[config.mk]
export PLATFORM = sky130hd
export DESIGN_NAME = mux_rr_arbiter
export DESIGN_NICKNAME = d
export VERILOG_FILES = /design/src/rtl/mux_rr_arbiter.sv
export SDC_FILE = /design/constraint.sdc
export NUM_CORES = 1
export LEC_CHECK = 0
export ABC_AREA = 1
export CAP_MARGIN = 0
export CELL_PAD_IN_SITES_DETAIL_PLACEMENT = 1
export CELL_PAD_IN_SITES_GLOBAL_PLACEMENT = 2
export CORE_ASPECT_RATIO = 1.1
export CORE_UTILIZATION = 31
export DETAILED_ROUTE_END_ITERATION = 8
export HOLD_SLACK_MARGIN = 0.05
export PLACE_DENSITY = 0.92
export SKIP_CTS_REPAIR_TIMING = 1
export SLEW_MARGIN = 20
export SYNTH_ARGS = -nofsm -noshare
export SYNTH_HDL_FRONTEND = slang
export SYNTH_SLANG_ARGS = --single-unit
[constraint.sdc]
create_clock -name clk -period 4.3 [get_ports clk]
set_input_delay 0.43 -clock clk [delete_from_list [all_inputs] [get_ports clk]]
set_output_delay 0.43 -clock clk [all_outputs]
set_load 0.02 [all_outputs]
[src/rtl/mux_rr_arbiter.sv]
// Round-robin arbiter sharing one 4-to-1 mux between four requesters, with a one-cycle
// disabled handoff on every ownership change. Define MUX_ARB_LOCK_EN to add the lock input.
module mux_rr_arbiter #(
    parameter int SLOT_CYCLES = 4,
    parameter int CNT_W       = 4
) (
    input  logic       clk,
    input  logic       rst,
    input  logic [3:0] req,
`ifdef MUX_ARB_LOCK_EN
    input  logic       lock,
`endif
    output logic [3:0] grant,
    output logic       mux_s1,
    output logic       mux_s0,
    output logic       mux_en_n,
    output logic       busy
);

    localparam logic [1:0] IDLE    = 2'd0;
    localparam logic [1:0] GRANT   = 2'd1;
    localparam logic [1:0] HANDOFF = 2'd2;

    localparam logic [CNT_W-1:0] SLOT_LAST = CNT_W'(SLOT_CYCLES - 1);
    localparam logic [CNT_W-1:0] CNT_ONE   = CNT_W'(1);

    logic [1:0]       state;
    logic [1:0]       sel_q;
    logic [1:0]       last;
    logic [CNT_W-1:0] cnt;

    logic             win_valid;
    logic [1:0]       win_idx;
    logic             owner_req;
    logic             others_pending;
    logic             slot_end;
    logic             locked;

    // Scan starts just past the last owner, so it can only win again when nobody else asks.
    function automatic logic [2:0] find_winner(input logic [3:0] r, input logic [1:0] from);
        logic       found;
        logic [1:0] idx;
        logic [1:0] win;
        found = 1'b0;
        win   = 2'd0;
        for (int k = 1; k < 5; k++) begin
            idx = from + 2'(k);
            if (!found && r[idx]) begin
                found = 1'b1;
                win   = idx;
            end
        end
        return {found, win};
    endfunction

    always_comb begin
        {win_valid, win_idx} = find_winner(req, last);
        owner_req      = req[sel_q];
        others_pending = (req & ~(4'b0001 << sel_q)) != 4'b0000;
        slot_end       = (cnt == SLOT_LAST);
    end

`ifdef MUX_ARB_LOCK_EN
    assign locked = lock & owner_req;
`else
    assign locked = 1'b0;
`endif

    always_ff @(posedge clk) begin
        if (rst) begin
            state    <= IDLE;
            grant    <= 4'b0000;
            sel_q    <= 2'd0;
            mux_en_n <= 1'b1;
            cnt      <= '0;
            last     <= 2'd3;
        end else begin
            case (state)
                IDLE, HANDOFF: begin
                    if (win_valid) begin
                        state    <= GRANT;
                        grant    <= 4'b0001 << win_idx;
                        sel_q    <= win_idx;
                        mux_en_n <= 1'b0;
                        cnt      <= '0;
                    end else begin
                        state    <= IDLE;
                    end
                end
                GRANT: begin
                    if (!owner_req || (slot_end && others_pending && !locked)) begin
                        state    <= HANDOFF;
                        grant    <= 4'b0000;
                        mux_en_n <= 1'b1;
                        last     <= sel_q;
                    end else if (locked) begin
                        // Tenure is frozen at the last slot so expiry fires as soon as lock drops.
                        cnt      <= slot_end ? cnt : cnt + CNT_ONE;
                    end else if (slot_end) begin
                        cnt      <= '0;
                    end else begin
                        cnt      <= cnt + CNT_ONE;
                    end
                end
                default: begin
                    state    <= IDLE;
                    grant    <= 4'b0000;
                    mux_en_n <= 1'b1;
                end
            endcase
        end
    end

    assign mux_s1 = sel_q[1];
    assign mux_s0 = sel_q[0];
    assign busy   = (state == GRANT) || (state == HANDOFF);

endmodule

**Routed metal, one color a layer**

Scale bar: 20 um. Two of the layers only.
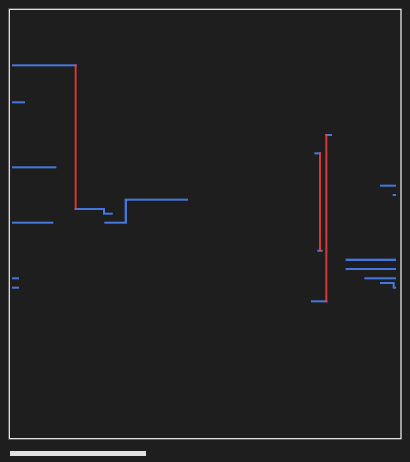
- blue: metal 3 (wire length 72.8 um)
- red: metal 4 (wire length 59.8 um)
routed wire length: 2690 um
drt wl/cell: 12.9 um
vias: 1054
overall routing resource usage: 0.162

**Placement by cell class**

Scale bar: 20 um.
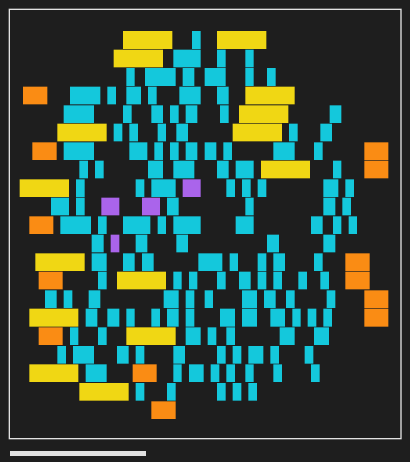
- yellow: sequential cells (cells 15; share of their area 25%)
- orange: remaining buffers and delay cells (cells 13; share of their area 11%)
- purple: clock drivers and dummy loads (cells 4; share of their area 2.2%)
- cyan: combinational and other logic (cells 142; share of their area 61%)
Util after Layout: 0.393
row count: 21

**Logic cells by family**

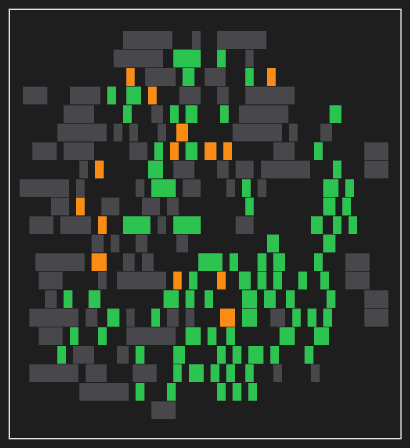
- orange: nor cells (cells 14)
- green: nand cells (cells 81)
final non-filler cell total: 208
most frequent logic cell in the layout: nand2_1
multi-input combinational area share: 0.542

**Where the registers sit**

Scale bar: 20 um.
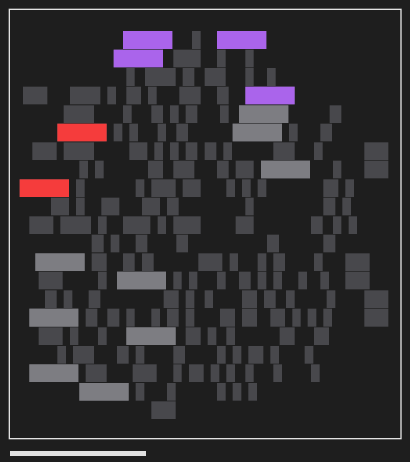
- purple: cnt (sequential cells 4; where north)
- red: state (sequential cells 2)
- not colored: 9
FF/Latch Area: 300 um^2
Seq/total area: 0.244
P_seq: 0.241 mW

==> Changelog: implementation <==
### Metrics

* Status: finished with violations
* Failing checks: design-rule violations
* Worst-case vdd ir drop at 0.327 mV
* Cell variety after synth at 25
* Init Core Util at 0.334
* Setup total negative slack at 0 ns
* Synthesized-area fraction occupied by adder cells at 0.0599
* Largest cells by area after synthesis: dfxtp_1 29%, nand2_1 18%, nand3_1 6.7%
* Vias in the first global route at 1077
* Port bufs at 13
* CTS tree: yes
* Simple share at 0.431
* Combinational gate area at 666 um^2
* FF-to-FF End: grant[2]
* # IOs at 14
* Hold Vio Cnt, Final at 0
* Final GP Congestion at 0.808
* HPWL Detailed at 2140 um
* Final max-slew violation count at 0
* Final period utilization at 0.475
* Clock slew at reported path FFs at 0.09 ns
* DRC violations left at 1
* Layout fillers at 435
* Synth top cell by count: nand2_1
* Clock buf/inv share at 0.0214
* Clk sink count at 15
* Number of diodes at 0
* Top cell family by delay on the critical path: buffers and inverters
* Clk_lat worst skew at 0.28 ns
* Combinational Gates at 125
* Crit path max-delay cell type: clkdlybuf4s50_1
* Yosys cell count at 159
* Largest net degree at the start of global routing at 12
* Reg2Reg Launch Point: last[0]
* Syn. warnings at 0
cell usage in the layout, fill, tap and decap left out:
cell type and instances:
a21oi_1 7, a21oi_2 2, and2_1 1, clkbuf_1 1
clkbuf_4 3, clkdlybuf4s50_1 13, dfxtp_1 15, ha_1 5
inv_1 12, inv_2 5, nand2_1 51, nand2_2 8
nand2_4 3, nand3_1 14, nand3_2 2, nand4_1 3
nor2_1 10, nor2_2 2, nor3_1 2, o211ai_1 3
o21a_1 1, o21ai_0 5, o21ai_1 2, o21ai_2 2
xnor2_1 1, xor2_1 1
worst min-delay path by stage:
stage	cells after the start	to	slack (ns)
2_1_floorplan	2	cnt[3]	0.46
3_3_place_gp	2	grant[1]	0.46
3_5_place_dp	2	grant[3]	0.47
4_1_cts	2	grant[3]	0.48
5_1_grt	2	grant[3]	0.51
6_report	2	grant[3]	0.48
routing by layer:
metal  global-route usage  routed length [um]  up-vias
li1                     -                   -      542
met1                0.208                1280      487
met2                0.273                1280       19
met3               0.0186                  72        6
met4               0.0579                  59        0
met5                    0                   0        -
state kept, by name, summed over array words and instances (netlist names):
signal	cells
cnt	4
state	2
mux_en_n	1
grant	4
sel_q	2
last	2
logic make-up after synthesis:
group / Yosys count
AOI/OAI and AO/OA: 22
xor gates and xnor gates: 2
adders and majority gates: 5
buffers and inverters: 19
DFF: 15
and+or+nand+nor: 96
worst register-to-register path, delay by kind of cell (launching register included):
family	cells	cell delay, ns
flip-flops	1	0.56
AND-OR/OR-AND	2	0.48
AND/OR/NAND/NOR	5	0.62
buffers and inverters	1	0.19
power by group:
group	internal, mW	leakage [nW]	switching, mW
clock network	0.0359	0.0150	0.0450
registers	0.187	0.123	0.0540
logic	0.216	0.421	0.379
Power figures rest on the tool's default switching activity, not on a simulated workload.
